==> src/rtl/dds_pkg.sv <==
// Shared definitions for the DDS configuration controller: FSM states,
// waveform codes and the frequency-index to phase-increment table.
package dds_pkg;

    typedef enum logic [1:0] {
        ST_INIT_CFG = 2'd0,
        ST_IDLE     = 2'd1,
        ST_PRESS    = 2'd2,
        ST_UPDATE   = 2'd3
    } state_e;

    typedef enum logic [1:0] {
        WAVE_SINE     = 2'd0,
        WAVE_SQUARE   = 2'd1,
        WAVE_TRIANGLE = 2'd2,
        WAVE_SAWTOOTH = 2'd3
    } wave_e;

    // Octave-spaced phase increments, one per frequency index.
    localparam logic [31:0] PHASE_INC [8] = '{
        32'h0001_0C6F, 32'h0002_18DF, 32'h0004_31BE, 32'h0008_637C,
        32'h0010_C6F8, 32'h0021_8DEF, 32'h0043_1BDE, 32'h0086_37BD
    };

    function automatic logic [31:0] phase_inc_lookup(input logic [2:0] idx);
        return PHASE_INC[idx];
    endfunction

    function automatic wave_e next_wave(input wave_e w);
        case (w)
            WAVE_SINE:     return WAVE_SQUARE;
            WAVE_SQUARE:   return WAVE_TRIANGLE;
            WAVE_TRIANGLE: return WAVE_SAWTOOTH;
            WAVE_SAWTOOTH: return WAVE_SINE;
            default:       return WAVE_SINE;
        endcase
    endfunction

endpackage

==> src/rtl/btn_debounce.sv <==
// Two-flop synchronizer followed by a stable-count debouncer for a raw
// push-button; o_level only moves after DB_CNT consecutive differing cycles.
module btn_debounce #(
    parameter int DB_CNT = 50000
) (
    input  logic i_clk,
    input  logic i_rst,
    input  logic i_btn,
    output logic o_level
);

    localparam int CW = (DB_CNT > 1) ? $clog2(DB_CNT) : 1;
    localparam logic [CW-1:0] CNT_LAST = CW'(DB_CNT - 1);

    logic          r_sync_0;
    logic          r_sync_1;
    logic          r_level;
    logic [CW-1:0] r_cnt;

    // Synchronize the asynchronous button into the clock domain.
    always_ff @(posedge i_clk) begin
        if (i_rst) begin
            r_sync_0 <= 1'b0;
            r_sync_1 <= 1'b0;
        end else begin
            r_sync_0 <= i_btn;
            r_sync_1 <= r_sync_0;
        end
    end

    // Any cycle matching the current level restarts the stability count.
    always_ff @(posedge i_clk) begin
        if (i_rst) begin
            r_level <= 1'b0;
            r_cnt   <= '0;
        end else if (r_sync_1 != r_level) begin
            if (r_cnt == CNT_LAST) begin
                r_level <= r_sync_1;
                r_cnt   <= '0;
            end else begin
                r_cnt <= r_cnt + {{(CW-1){1'b0}}, 1'b1};
            end
        end else begin
            r_cnt <= '0;
        end
    end

    assign o_level = r_level;

endmodule

==> src/rtl/dds_config_ctrl.sv <==
// Single-button DDS configuration controller: short press steps the frequency
// index, long press steps the waveform, each change is offered via valid/ready.
module dds_config_ctrl
    import dds_pkg::*;
#(
    parameter int DB_CNT   = 50000,
    parameter int LONG_CNT = 1000000
) (
    input  logic        Fg_CLK,
    input  logic        RESET,
    input  logic        IntBTN,
    input  logic        Ready,
    output logic        Cfg_Valid,
    output logic [1:0]  Wave_Sel,
    output logic [2:0]  Freq_Idx,
    output logic [31:0] Phase_Inc,
    output logic        Enable
);

    localparam int HW = $clog2(LONG_CNT + 1);
    localparam logic [HW-1:0] HOLD_MAX = HW'(LONG_CNT);

    logic          w_db_level;
    logic          w_rise;
    logic          w_fall;
    logic [2:0]    w_freq_next;

    state_e        r_state;
    logic          r_db_prev;
    logic [HW-1:0] r_hold;
    logic          r_cfg_valid;
    logic          r_enable;
    wave_e         r_wave;
    logic [2:0]    r_freq;
    logic [31:0]   r_phase;

    btn_debounce #(
        .DB_CNT (DB_CNT)
    ) u_debounce (
        .i_clk   (Fg_CLK),
        .i_rst   (RESET),
        .i_btn   (IntBTN),
        .o_level (w_db_level)
    );

    assign w_rise      = w_db_level & ~r_db_prev;
    assign w_fall      = ~w_db_level & r_db_prev;
    assign w_freq_next = r_freq + 3'd1;

    // Control FSM; Phase_Inc is loaded alongside Freq_Idx so both are valid
    // in the first Cfg_Valid cycle. Edges outside IDLE/PRESS are simply lost.
    always_ff @(posedge Fg_CLK) begin
        if (RESET) begin
            r_state     <= ST_INIT_CFG;
            r_db_prev   <= 1'b0;
            r_hold      <= '0;
            r_cfg_valid <= 1'b0;
            r_enable    <= 1'b0;
            r_wave      <= WAVE_SINE;
            r_freq      <= 3'd0;
            r_phase     <= phase_inc_lookup(3'd0);
        end else begin
            r_db_prev <= w_db_level;
            case (r_state)
                ST_INIT_CFG: begin
                    if (!r_cfg_valid) begin
                        r_cfg_valid <= 1'b1;
                    end else if (Ready) begin
                        r_cfg_valid <= 1'b0;
                        r_enable    <= 1'b1;
                        r_state     <= ST_IDLE;
                    end
                end
                ST_IDLE: begin
                    if (w_rise) begin
                        r_hold  <= '0;
                        r_state <= ST_PRESS;
                    end
                end
                ST_PRESS: begin
                    if (w_fall) begin
                        if (r_hold >= HOLD_MAX) begin
                            r_wave <= next_wave(r_wave);
                        end else begin
                            r_freq  <= w_freq_next;
                            r_phase <= phase_inc_lookup(w_freq_next);
                        end
                        r_cfg_valid <= 1'b1;
                        r_enable    <= 1'b0;
                        r_state     <= ST_UPDATE;
                    end else if (r_hold < HOLD_MAX) begin
                        r_hold <= r_hold + {{(HW-1){1'b0}}, 1'b1};
                    end
                end
                ST_UPDATE: begin
                    if (r_cfg_valid && Ready) begin
                        r_cfg_valid <= 1'b0;
                        r_enable    <= 1'b1;
                        r_state     <= ST_IDLE;
                    end
                end
                default: begin
                    r_state     <= ST_INIT_CFG;
                    r_cfg_valid <= 1'b0;
                    r_enable    <= 1'b0;
                end
            endcase
        end
    end

    assign Cfg_Valid = r_cfg_valid;
    assign Wave_Sel  = r_wave;
    assign Freq_Idx  = r_freq;
    assign Phase_Inc = r_phase;
    assign Enable    = r_enable;

endmodule

==> config.mk <==
export PLATFORM = sky130hd
export DESIGN_NAME = dds_config_ctrl
export DESIGN_NICKNAME = d
export VERILOG_FILES = /design/src/rtl/dds_pkg.sv /design/src/rtl/btn_debounce.sv /design/src/rtl/dds_config_ctrl.sv
export SDC_FILE = /design/constraint.sdc
export NUM_CORES = 1
export LEC_CHECK = 0
export CORE_MARGIN = 2
export CORE_UTILIZATION = 43
export CTS_CLUSTER_SIZE = 24
export DETAILED_ROUTE_END_ITERATION = 16
export GPL_TIMING_DRIVEN = 0
export SLEW_MARGIN = 20
export SYNTH_ARGS = -nofsm -noshare
export SYNTH_HDL_FRONTEND = slang
export SYNTH_SLANG_ARGS = --single-unit
export TNS_END_PERCENT = 1
==> constraint.sdc <==
create_clock -name Fg_CLK -period 5.8 [get_ports Fg_CLK]
set_input_delay 1.16 -clock Fg_CLK [delete_from_list [all_inputs] [get_ports Fg_CLK]]
set_output_delay 1.16 -clock Fg_CLK [all_outputs]
set_load 0.03 [all_outputs]
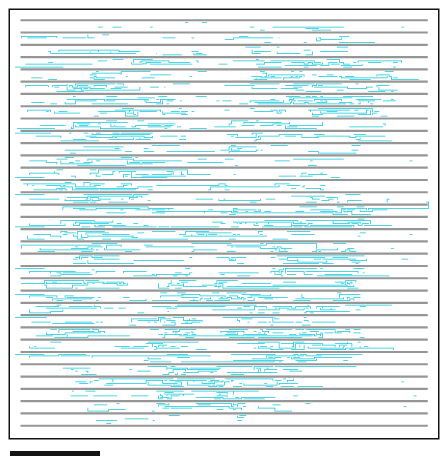
Fig. 1. Met1 routing (run 1).
The bar under the picture is 20 µm long. Supply wires on this layer in grey.
440 nets have wire on it. The wires run mostly horizontal. The longest straight run is 28.1 µm.

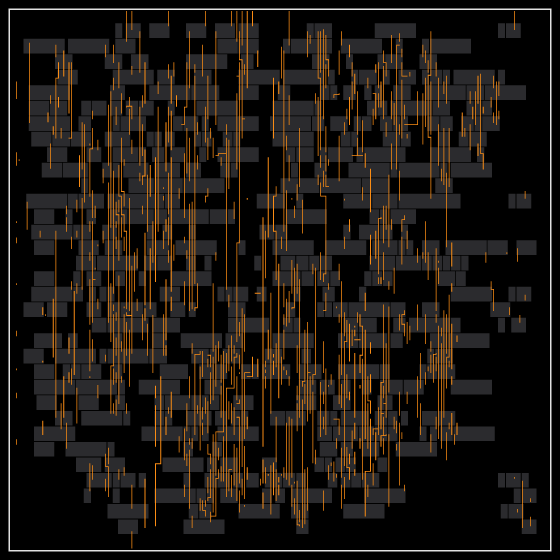
Fig. 2. Met2 routing (run 1).
The longest straight run is 40.1 µm. The layer carries 3,410 µm of wire. The wires run mostly vertical.

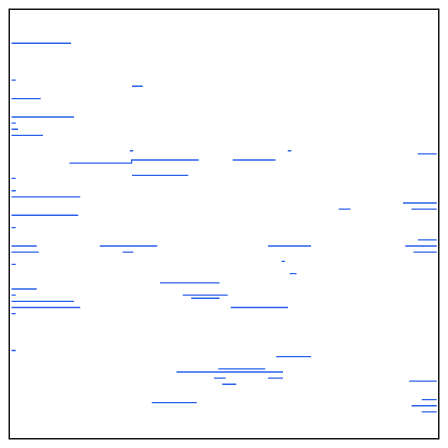
Fig. 3. M3 wires (run 1).
The layer holds 4.4% of the routed length. 45 nets have wire on it. The longest straight run is 23.2 µm. The layer carries 349 µm of wire. The wires run mostly horizontal.

==> impl_metrics.tcl, run 1 <==
# collected from the flow reports
set metrics [dict create \
    slew_headroom_pct 57.57 \
    ys_sh_adder_pct 6.714 \
    cts_sinks 72 \
    synth-xor-area-share_pct 3.958 \
    ys.flop_type "dfxtp_1" \
    row_count 33 \
    place_hpwl_mm 5.504 \
    ys_area_mm2 0.003541 \
    period_needed_ns 2.814 \
    ys_seq_share_pct 40.71 \
    reg2reg_depth 8 \
    internal_power_uw 769.0 \
    postPlaceCellArea_mm2 0.004019 \
    common_cells "dfxtp_1, nor2_1, nand2_1" \
    met2_length_mm 3.406 \
    cts_tree "built" \
    ioPinCount 43 \
    finalClockSkew_ns 0.008054 \
    placed_cells 567 \
    top_layer "met4" \
    powerComb_uw 175 \
    regArea_mm2 0.001441 \
    synth_async_sr_flop_share_pct 0 \
    nonClkBufAreaFrac_pct 10.98 \
    met3WireLength_um 349 \
    final_nets 496 \
    pre_cts_ws_ns 3.234 \
    ys_cells 423 \
    min_path_type "flip-flop to flip-flop" \
    p_leak_uw 0.001467 \
    gp_congestion 0.7955 \
    nFillCells 790 \
    maxPowerGroup "sequential cells" \
    vias_per_cell 5.237 \
    ys_sh_mux_pct 1.131 \
    crit_slowest_cell "clkdlybuf4s50_1" \
    crit_path_end_kind "output pin" \
    cpLargestDelayFamily "buffers and inverters" \
    mostFrequentLayoutCell "dfxtp_1" \
    die_y_um 94.75 \
    critical_path_depth 1 \
    met3_usage_pct 3.751 \
    final_cells 583 \
    design_area_mm2 0.004215 \
    numCtsBuffers 9 \
    worstSetupStartpoint "Freq_Idx[0]$_SDFFE_PP0P_" \
    critical_path_class "flip-flop to output pin" \
    yosysMostFrequentCell "dfxtp_1" \
    required_ns 4.64 \
    edf_count 0 \
    seq-power_uw 520 \
    totalWireLength_mm 7.862 \
    p_switching_uw 320.2 \
    layout-drive-gt1-share_pct 7.113 \
    p_total_uw 1089 \
    n_tap_cell 105 \
    grt_start_max_net_pins 14 \
    core_area_mm2 0.008093 \
    fp_util_pct 43.75 \
    power_frac_seq_pct 47.7 \
    clock_latency_ns 0.34 \
    n_all_buffers 60 \
    met1_length_mm 3.990 \
    grt_setup_unrepaired "false" \
    area_growth_pct 19.05 \
    final_cell_mix "dfxtp_1, nor2_1, nand2_1, a21oi_1, clkdlybuf4s50_1" \
    dominant-cell-class "logic gates" \
    grt_overflow 0 \
    ys_sh_simple_pct 22.54 \
    pwr-share-comb_pct 16.1 \
    clock-root-buffer "clkbuf_8" \
    track_usage_pct 18.87 \
    r2r_end "r_hold[9]$_SDFFE_PP0P_" \
    cp_num_buf_inv 1 \
    dr.pass1.iters 4 \
    grt_use_met2_pct 27.84 \
    clk_pin_slew_worst_paths_ns 0.08 \
    ctsResizeCount 0 \
    setup_slack_ns 2.986 \
    regToRegSetupSlack_ns 3.56 \
    openroad.warnings 40 \
    final_core_util_pct 52.09 \
    grt_pass1_vias 2838 \
    setup_viol 0 \
    antenna_found_initial 0 \
    grt_pass1_wl_mm 13.53 \
    holdPathEnd "u_debounce.r_sync_1$_SDFF_PP0_" \
    clk_share_pct 4.660 \
    clock_power_uw 395 \
    numSequentialCells 72 \
    path_cells "clkdlybuf4s50_1" \
    yosysWarningCount 0 \
    post_cts_buffers 0 \
    logic_area_mm2 0.001923 \
    ys_ff 72 \
    vias 3053 \
    netlist_instances 423 \
    seq_area_share_pct 34.19 \
    yosysUniqueCellTypes 50 \
    ys_sh_aoi_pct 19.01 \
    topCellsByArea "dfxtp_1, ha_1, nor2_1" \
    hold_start "u_debounce.r_sync_0$_SDFF_PP0_" \
    grt-busiest-layer "met2" \
    finalClockPeriodUsage_pct 48.52 \
    ys_top_logic_family "simple AND/OR/NAND/NOR gates" \
    maxCapViolCount 0 \
    switching_share_pct 29.40 \
    crit_arrival_ns 1.65 \
    clockBufferCount 9 \
    crit_fanout 10 \
    power.density_mw_per_mm2 258.4 \
    endpoint "Freq_Idx[0]" \
    final_hold_viol_count 0 \
    comb_share_pct 45.62 \
    hold_ws_ns 0.4412 \
    clockBufferDepth 2 \
    reg2reg_from "r_state[1]$_SDFFE_PP0P_" \
    drc_errors 0 \
    antenna_left 0 \
    cp-start-kind "flip-flop" \
    syn-cell-area_mm2 0.003541 \
    max_stage_delay_ns 0.75 \
    ir_drop_mv 0.1200 \
    use_met1_pct 27.31 \
    fin_tns_setup_ns 0 \
    max_freq_mhz 355.3 \
    worst_slew_pin_slew_ns 0.6364 \
    status "finished, final reports clean" \
    hold_path_depth 1 \
    synth_area_per_cell_um2 8.371 \
]
## Run 2: what changed since run 1
Clock period 5.8 ns to 3 ns, I/O delays scaled along.
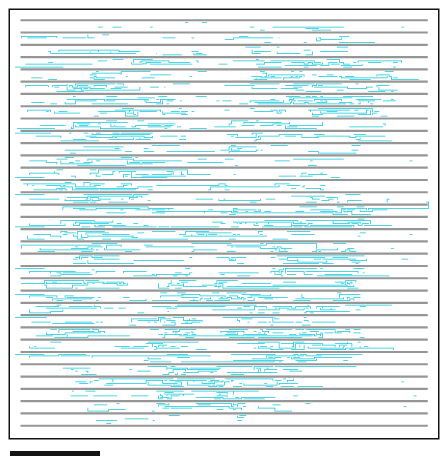
Fig. 4. Met1 routing (run 2).
The bar under the picture is 20 µm long. Supply wires on this layer in grey.
The layer holds 51% of the routed length. 440 nets have wire on it. The longest straight run is 28.1 µm.

==> run 2 against run 1 <==
Design area did not move. Synthesized cell count did not move. Routed wire length did not move. Flip-flop count did not move. Critical endpoint unchanged. Highest routed layer unchanged.
==> impl_metrics.tcl, run 2 <==
# collected from the flow reports
set metrics [dict create \
    openroad.warnings 40 \
    power.density_mw_per_mm2 499.5 \
    met2_length_mm 3.406 \
    edf_count 0 \
    max_freq_mhz 443.6 \
    synth-xor-area-share_pct 3.958 \
    clock_power_uw 763 \
    gp_congestion 0.7955 \
    synth_async_sr_flop_share_pct 0 \
    yosysUniqueCellTypes 50 \
    finalClockPeriodUsage_pct 75.14 \
    status "finished, final reports clean" \
    antenna_left 0 \
    critical_path_class "flip-flop to output pin" \
    n_all_buffers 60 \
    ys_sh_simple_pct 22.54 \
    vias 3053 \
    layout-drive-gt1-share_pct 7.113 \
    p_switching_uw 619.0 \
    vias_per_cell 5.237 \
    ys_sh_mux_pct 1.131 \
    grt_setup_unrepaired "false" \
    drc_errors 0 \
    critical_path_depth 1 \
    numCtsBuffers 9 \
    ys_ff 72 \
    hold_path_depth 1 \
    yosysMostFrequentCell "dfxtp_1" \
    grt_overflow 0 \
    ctsResizeCount 0 \
    met3WireLength_um 349 \
    clockBufferCount 9 \
    met3_usage_pct 3.751 \
    grt_pass1_wl_mm 13.53 \
    ys_cells 423 \
    setup_slack_ns 0.7458 \
    fin_tns_setup_ns 0 \
    endpoint "Freq_Idx[0]" \
    mostFrequentLayoutCell "dfxtp_1" \
    nonClkBufAreaFrac_pct 10.98 \
    cts_sinks 72 \
    worst_slew_pin_slew_ns 0.6364 \
    design_area_mm2 0.004215 \
    final_cell_mix "dfxtp_1, nor2_1, nand2_1, a21oi_1, clkdlybuf4s50_1" \
    hold_ws_ns 0.4412 \
    logic_area_mm2 0.001923 \
    yosysWarningCount 0 \
    place_hpwl_mm 5.504 \
    row_count 33 \
    ioPinCount 43 \
    post_cts_buffers 0 \
    hold_start "u_debounce.r_sync_0$_SDFF_PP0_" \
    finalClockSkew_ns 0.008054 \
    crit_arrival_ns 1.65 \
    grt_pass1_vias 2838 \
    powerComb_uw 338 \
    yosysTopAreaCellShare_pct 40.71 \
    grt_use_met2_pct 27.84 \
    r2r_end "r_hold[9]$_SDFFE_PP0P_" \
    comb_share_pct 45.62 \
    ir_drop_mv 0.2319 \
    p_total_uw 2106 \
    ys_top_logic_family "simple AND/OR/NAND/NOR gates" \
    synth_area_per_cell_um2 8.371 \
    crit_fanout 10 \
    ys.flop_type "dfxtp_1" \
    ys_area_mm2 0.003541 \
    postPlaceCellArea_mm2 0.004019 \
    final_nets 496 \
    holdPathEnd "u_debounce.r_sync_1$_SDFF_PP0_" \
    core_area_mm2 0.008093 \
    seq-power_uw 1000 \
    required_ns 2.40 \
    pwr-share-comb_pct 16.1 \
    seq_area_share_pct 34.19 \
    regArea_mm2 0.001441 \
    reg2reg_from "r_state[1]$_SDFFE_PP0P_" \
    p_leak_uw 0.001467 \
    placed_cells 567 \
    cp-start-kind "flip-flop" \
    ys_seq_share_pct 40.71 \
    dr.pass1.iters 4 \
    met1_length_mm 3.990 \
    clk_pin_slew_worst_paths_ns 0.08 \
    dominant-cell-class "logic gates" \
    final_cells 583 \
    die_y_um 94.75 \
    setup_viol 0 \
    pre_cts_ws_ns 0.7589 \
    cpLargestDelayFamily "buffers and inverters" \
    clk_share_pct 4.660 \
    power_frac_seq_pct 47.7 \
    final_core_util_pct 52.09 \
    regToRegSetupSlack_ns 0.76 \
    reg2reg_depth 8 \
    ys_sh_adder_pct 6.714 \
    clock_latency_ns 0.34 \
    ys_sh_aoi_pct 19.01 \
    crit_path_end_kind "output pin" \
    clockBufferDepth 2 \
    n_tap_cell 105 \
    track_usage_pct 18.87 \
    slew_headroom_pct 57.57 \
    topCellsByArea "dfxtp_1, ha_1, nor2_1" \
    grt_start_max_net_pins 14 \
    common_cells "dfxtp_1, nor2_1, nand2_1" \
    antenna_found_initial 0 \
    maxPowerGroup "sequential cells" \
    switching_share_pct 29.40 \
    final_hold_viol_count 0 \
    netlist_instances 423 \
    maxCapViolCount 0 \
    max_stage_delay_ns 0.75 \
    top_layer "met4" \
    area_growth_pct 19.05 \
    grt-busiest-layer "met2" \
    syn-cell-area_mm2 0.003541 \
    cts_tree "built" \
    totalWireLength_mm 7.862 \
    period_needed_ns 2.254 \
    numSequentialCells 72 \
    cp_num_buf_inv 1 \
]
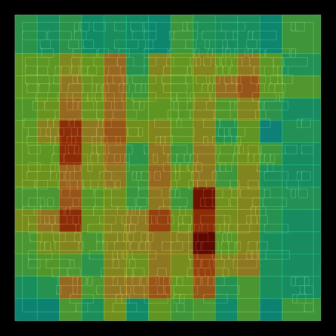
Fig. 5. Track usage over the die (run 2).
met1 Use GR: 27.31%
WL/cell: 13.49 µm

Power and IR drop assume default switching activity.
